Figure 1. Clock routing (run 1).
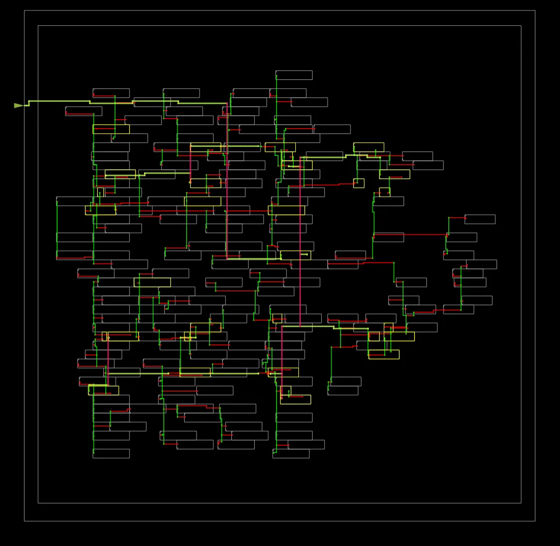
Figure 2. Logic cells by family (run 1).
The bar under the picture is 50 µm long.
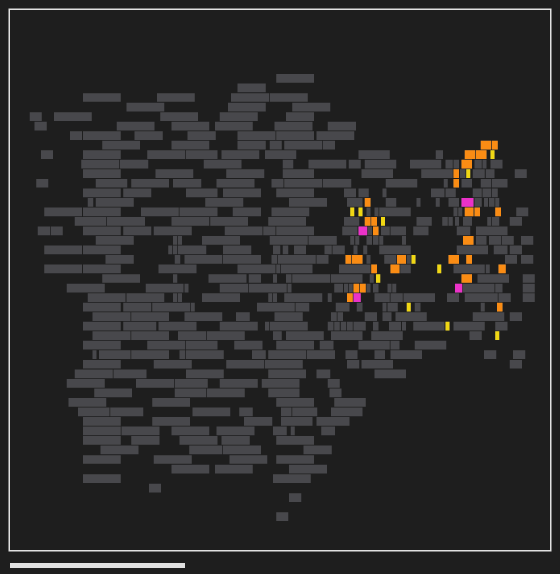
Figure 3. Clock wires, drivers and flops (run 1).
The bar under the picture is 50 µm long.
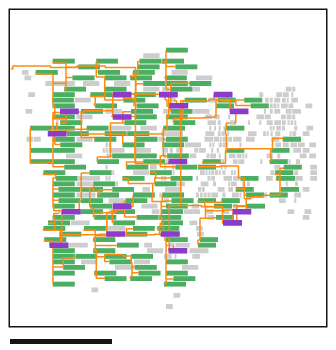
==> config.mk <==
export PLATFORM = sky130hd
export DESIGN_NAME = sync_queue
export DESIGN_NICKNAME = d
export VERILOG_FILES = /design/src/rtl/sync_queue.sv
export SDC_FILE = /design/constraint.sdc
export NUM_CORES = 1
export LEC_CHECK = 0
export CORE_MARGIN = 4
export CORE_UTILIZATION = 30
export DETAILED_ROUTE_END_ITERATION = 10
export GPL_TIMING_DRIVEN = 0
export SLEW_MARGIN = 5
export SYNTH_ARGS = -nofsm -noshare
export SYNTH_HDL_FRONTEND = slang
export SYNTH_SLANG_ARGS = --single-unit
==> constraint.sdc <==
create_clock -name i_clk -period 3.5 [get_ports i_clk]
set_input_delay 0.35 -clock i_clk [delete_from_list [all_inputs] [get_ports i_clk]]
set_output_delay 0.35 -clock i_clk [all_outputs]
set_load 0.05 [all_outputs]
==> notes.md, run 1 <==
impl run done, here's what came out: outcome=complete, no violations, Die ar.=0.02377 mm², CTS Root Cell=clkbuf_16, Setup CP Type=reg2reg, Core Area=0.02102 mm², Cell Type Count=50, clock-pin slew on the worst setup and hold paths=0.06 ns, Pleak=2.538 nW, Routed wire per std cell=19.05 µm, number of logged tool warnings=30, Setup Fix Bufs, Post-CTS=0, IR drop worst, VDD=0.3079 mV, register area share after synthesis=70.12%, WHS Path Cells=2, sw frac=26.71%, post-route clock period utilization=91.57%, area share, top type=59.95%, Slew Limit Fails=0, RSZ-0062 raised after global routing=false, Fin. Hold Viols=0, #FFs+latches synth=154, Flop pwr share=43.4%, clk sinks=154, Routability Congestion=0.7697, YS chip area=0.006411 mm², dominant cell type by area after synthesis=edfxtp_1, asr flop ratio synth=16.88%, Mapped Area=0.006411 mm², crit start category=flip-flop, Setup TNS Final=0 ns, Initial Utilization=30.50%, reg-to-reg setup timing slack=0.30 ns, Hold WC Path Type=in2reg, layout cell share with drive strength beyond 1=19.06%, worst path arrival time=3.50 ns, detailed-route vias per instance=4.910, max-cap violation count=0, critical path peak fanout=10, Placed Cells=669, final setup fails=0, final core occ=36.50%, drt initial violations=347, n_diodes=0, Worst-Margin Slew=1.224 ns, fmax=312.0 MHz, worst reg-to-reg path cell count=10, total nets after synthesis=386, Fillers=1921, DRC viols=0, Switching Power=1.316 mW, Tot GR Track Use=11.68%, fin nets=434, synth warn=0, yosys stat cell total=365, vias post-DR=3437, grt total ovfl=0, flip-flops with a built-in enable=128, drt first pass iters=4, CTS tree=built, global-route wire length before repair=20830 µm, Pint=3.611 mW, Synth Flop Type=edfxtp_1, combinational share of power=17.6%, post-route minimum period=3.205 ns, row count=53, hpwl dp=8914 µm, I/O Pins=31, Largest cells by area=edfxtp_1, dfrtp_1, mux4_2, syn_area_per_cell=17.56 µm², Data required, critical path=3.79 ns, Detailed Route WL=13340 µm, Die W=154.2 µm, max reg flops=128, PostCTS Resize Cnt=0, CTS Hold Bufs=0, Setup Slack @ Placement=-0.05807 ns, cell area power density=642.0 mW/mm², commonest non-fill, non-tap cells in the layout=edfxtp_1, clkdlybuf4s50_1, mux4_2, nor2_1, dfrtp_1, CP endpoint kind=flip-flop, post-route ant nets=0, max_slew headroom=17.77%, vias in the first global route=3476, initial antenna violation count=0, final worst slack=0.2950 ns, Die Y=154.2 µm, area grow syn2layout=19.69%, largest buffer count on any clock path=2
-- Figure 1 (at the start) --
clk_skew: 0.008659 ns
clkbuf count: 17
FF+latch count: 154
Num CTS Buffers: 17
Worst-Skew Late Latency: 0.42 ns

-- Figure 2 (at the start) --
- inv cells: yellow (cells 11; where east)
- and/or cells: magenta (cells 4; where east)
- aoi and oai cells: orange (cells 28; where east)
Comb area share: 22.88%
post-route insts no fill: 700
Commonest Layout Cell: edfxtp_1

-- Figure 3 (at the start) --
- clock drivers: purple (count 17)
- flip-flops: green (count 154)
- clock wires: orange (length 1770 µm)
- routed clock nets: 18
Clock power frac: 39.0%
clk pwr: 1.92 mW

==> run 1: logic make-up after synthesis <==
kind of cell | Yosys count | synth area share (%)
fa+ha+maj | 8 | 1.561
flops | 154 | 70.12
buf+inv | 32 | 2.654
compound gates | 42 | 4.899
xor+xnor | 5 | 0.6832
mux | 51 | 14.73
simple gates | 73 | 5.348
==> run 1: area by class of cell <==
type / instances / area, µm² / area share, %
buffer: 21 / 128.9 / 1.679
clock inverter: 14 / 192.7 / 2.511
clock buffer: 17 / 425.4 / 5.544
tap: 275 / 344.1 / 4.484
inverter: 11 / 41.29 / 0.5381
timing repair buffer: 29 / 290.3 / 3.783
sequential: 154 / 4496 / 58.58
multi-input combinational: 179 / 1755 / 22.88
==> run 1: critical path, stage by stage (launching register included) <==
cell       delay (ns)
dfstp_2          0.54
nand2b_1         0.26
clkinv_1         0.27
ha_1             0.31
buf_4            0.18
xor2_1           0.16
ha_1             0.22
nand2b_1         0.08
a21oi_1          0.11
or4b_1           0.56
a2111oi_0        0.40
==> run 1: metrics by stage <==
step	instance area, µm²	hold slack, ns	power (mW)
finish	7674	0.3420	4.927
floorplan	6411	0.3893	2.753
global placement	7046	0.4816	3.033
CTS	7664	0.3382	4.970
detailed placement	7046	0.4918	3.052
global route	7674	0.3823	5.104
==> run 1: power by group through the flow <==
stage / logic [mW] / clock network [mW] / registers [mW]
floorplan: 0.372 / 0 / 2.38
global placement: 0.857 / 0 / 2.18
detailed placement: 0.875 / 0 / 2.18
CTS: 0.878 / 1.95 / 2.14
global route: 0.925 / 2.03 / 2.15
finish: 0.867 / 1.92 / 2.14
==> run 1: layer usage <==
metal	vias to the layer above	GRT usage, %	part of all wire (%)
met3	15	3.889	8.0
met1	1753	16.76	44
met2	117	16.91	47
met5	-	0	0
li1	1552	-	-
met4	0	3.532	1.1
==> run 1: synth_stat cells, drive strengths merged, types with 5 or more instances <==
master / number
a21oi: 13
dfrtp: 25
mux4: 32
buf: 13
nor2: 25
ha: 8
nand2b: 5
mux2: 9
nor3: 14
inv: 10
edfxtp: 128
mux2i: 10
clkbuf: 8
a221o: 8
nand2: 16
==> run 1 -> run 2 <==
--- a/config.mk
+++ b/config.mk
@@ -5,11 +5,12 @@
 export SDC_FILE = /design/constraint.sdc
 export NUM_CORES = 1
 export LEC_CHECK = 0
+export CAP_MARGIN = 0
 export CORE_MARGIN = 4
 export CORE_UTILIZATION = 30
+export CTS_BUF_LIST = sky130_fd_sc_hd__clkbuf_16
 export DETAILED_ROUTE_END_ITERATION = 10
 export GPL_TIMING_DRIVEN = 0
-export SLEW_MARGIN = 5
 export SYNTH_ARGS = -nofsm -noshare
 export SYNTH_HDL_FRONTEND = slang
 export SYNTH_SLANG_ARGS = --single-unit
Figure 4. Clock routing (run 2).
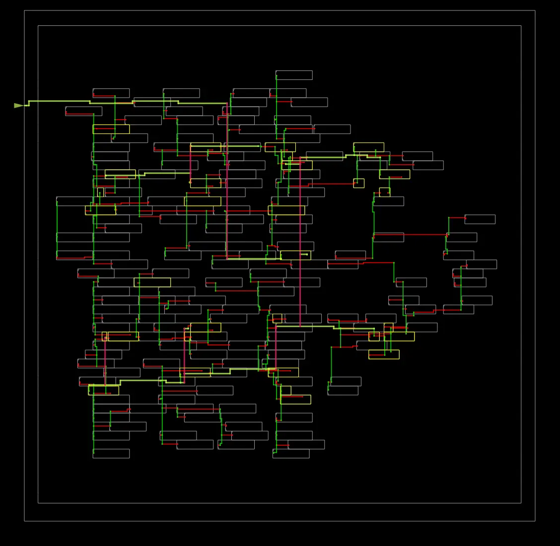
clk_skew: 0.007327 ns
clk sinks: 154

Figure 5. PDN straps and rails (run 2).
Pins as bars on the die edge. Tap cells in gray.
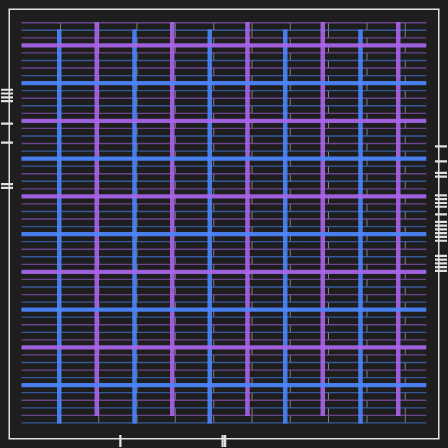
- VDD: purple
- VSS: blue
- met1 rails: 54
- tap cells: 275
Core Area: 0.02102 mm²
IR drop worst, VDD: 0.3080 mV
Die W: 154.2 µm
Die Y: 154.2 µm

==> run 2 against run 1 <==
Combinational power about the same. Via count decreased by 0.35%. Worst setup slack got worse by 0.010 ns. Non-clock buffer count increased by 1. Final area about the same. Sequential power about the same. Clock skew decreased by 0.0013 ns. Critical path depth unchanged. Maximum frequency decreased by 0.33%. Largest cell class unchanged.
==> notes.md, run 2 <==
impl run done, here's what came out: outcome=complete, no violations (unchanged), I/O Pins=31 (unchanged), htree depth=4 (unchanged), number of logged tool warnings=30 (unchanged), cell area power density=642.2 mW/mm² (was 642.0 mW/mm²), #FFs+latches synth=154 (unchanged), Die ar.=0.02377 mm² (unchanged), Initial Utilization=30.50% (unchanged), dominant cell type by area after synthesis=edfxtp_1 (unchanged), CTS Hold Bufs=0 (unchanged), Mapped Area=0.006411 mm² (unchanged), max reg flops=128 (unchanged), post-route ant nets=0 (unchanged), Synth Flop Type=edfxtp_1 (unchanged), Worst-Skew Late Latency=0.42 ns (about the same), Setup TNS Final=0 ns (unchanged), Num CTS Buffers=17 (unchanged), final setup fails=0 (unchanged), worst path arrival time=3.51 ns (was 3.50 ns), Pleak=2.539 nW (was 2.538 nW), max_slew headroom=17.32% (was 17.77%), Hold WC Path Type=in2reg (unchanged), critical path peak fanout=10 (unchanged), vias post-DR=3425 (was 3437), DRC viols=0 (unchanged), post-route minimum period=3.215 ns (was 3.205 ns), crit start category=flip-flop (unchanged), synth cell count leaders=edfxtp_1, mux4_2, dfrtp_1, nor2_1, nand2_1 (unchanged), synth warn=0 (unchanged), Setup CP Type=reg2reg (unchanged), Largest cells by area=edfxtp_1, dfrtp_1, mux4_2 (unchanged), CTS Root Cell=clkbuf_16 (unchanged), WHS Path Cells=2 (unchanged), YS chip area=0.006411 mm² (unchanged), pin count of the biggest net entering global routing=27 (unchanged), drt initial violations=335 (was 347), asr flop ratio synth=16.88% (unchanged), largest buffer count on any clock path=2 (unchanged), Fin. Hold Viols=0 (unchanged), Slew Limit Fails=0 (unchanged), drt first pass iters=4 (unchanged), vias in the first global route=3476 (unchanged), clock-pin slew on the worst setup and hold paths=0.06 ns (about the same), final instance area=0.007676 mm² (was 0.007674 mm²), most frequent cell after synthesis=edfxtp_1 (unchanged), Detailed Route WL=13390 µm (was 13340 µm), Worst-Margin Slew=1.231 ns (was 1.224 ns), flip-flops with a built-in enable=128 (unchanged), total nets after synthesis=386 (unchanged), Placed Area=0.007046 mm² (unchanged), PostCTS Resize Cnt=0 (unchanged), Pwr Total=4.930 mW (was 4.927 mW), global-route wire length before repair=20830 µm (unchanged), detailed-route vias per instance=4.886 (was 4.910), Tot GR Track Use=11.68% (unchanged), Routed wire per std cell=19.10 µm (was 19.05 µm), CP endpoint kind=flip-flop (unchanged), hpwl dp=8914 µm (unchanged), register area share after synthesis=70.12% (unchanged), initial antenna violation count=0 (unchanged), fmax=311.0 MHz (was 312.0 MHz), area share, top type=59.95% (unchanged), CTS tree=built (unchanged), reg-to-reg setup timing slack=0.28 ns (was 0.30 ns), syn_area_per_cell=17.56 µm² (unchanged), max-cap violation count=0 (unchanged), row count=53 (unchanged), post-route clock period utilization=91.87% (was 91.57%), grt total ovfl=0 (unchanged), Setup Fix Bufs, Post-CTS=0 (unchanged), commonest non-fill, non-tap cells in the layout=edfxtp_1, clkdlybuf4s50_1, mux4_2, nor2_1, dfrtp_1 (unchanged), worst reg-to-reg path cell count=10 (unchanged), Data required, critical path=3.79 ns (about the same), n_diodes=0 (unchanged), area grow syn2layout=19.73% (was 19.69%), fin nets=435 (was 434), Commonest Layout Cell=edfxtp_1 (unchanged), RSZ-0062 raised after global routing=false (unchanged), Cell Type Count=50 (unchanged), Routability Congestion=0.7697 (unchanged), layout cell share with drive strength beyond 1=19.01% (was 19.06%), yosys stat cell total=365 (unchanged)
[run 2: cell counts after synthesis]
No cell type changed its count.
[run 2: stage by stage]
step	std cells	hold slack, ns	setup WS (ns)	utilization [%]
final	701	0.3406	0.2845	36.52
after global routing	701	0.3823	0.03019	36.52
after CTS	700	0.3382	0.2893	36.46
after detailed placement	669	0.4918	-0.05807	33.52
after global placement	669	0.4816	-0.002614	33.52
after floorplan	365	0.3893	0.4348	-
[run 2: worst max-delay path: stages (launching register included)]
cell and delay [ns]:
dfstp_2 0.54, nand2b_1 0.26, clkinv_1 0.27, ha_1 0.31
buf_4 0.18, xor2_1 0.16, ha_1 0.22, nand2b_1 0.08
a21oi_1 0.11, or4b_1 0.56, a2111oi_0 0.40
[run 2: layout make-up]
type	instances	area (µm²)
buffer	21	128.9
clock buffer	17	425.4
clock inverter	14	192.7
fill	1922	13350
inverter	11	41.29
multi-input combinational	179	1750
sequential	154	4496
tap	275	344.1
timing repair buffer	30	297.8
[run 2: layer usage]
metal | GRT usage (%) | vias to the layer above | wire length [µm]
li1 | - | 1550 | -
met1 | 16.76 | 1772 | 6195
met2 | 16.91 | 87 | 6176
met3 | 3.889 | 16 | 865
met4 | 3.532 | 0 | 152
met5 | 0 | - | 0
[run 2: cell families (layout without fill, tap and decap cells)]
family	count (synthesis)	count (layout)	share of synthesized area (%)
DFF	154	154	70.12
and+or+nand+nor	73	73	5.348
muxes	51	51	14.73
AOI/OAI and AO/OA	42	42	4.899
buffers and inverters	32	93	2.654
adders and majority gates	8	8	1.561
xor gates and xnor gates	5	5	0.6832
[run 2: where the power goes]
group	total, mW	switching [mW]	internal, mW	leakage, nW
clock	1.92	0.728	1.19	0.298
sequential	2.14	0.0705	2.07	1.50
combinational	0.869	0.521	0.348	0.745
Power is estimated from default activity; no workload was simulated.
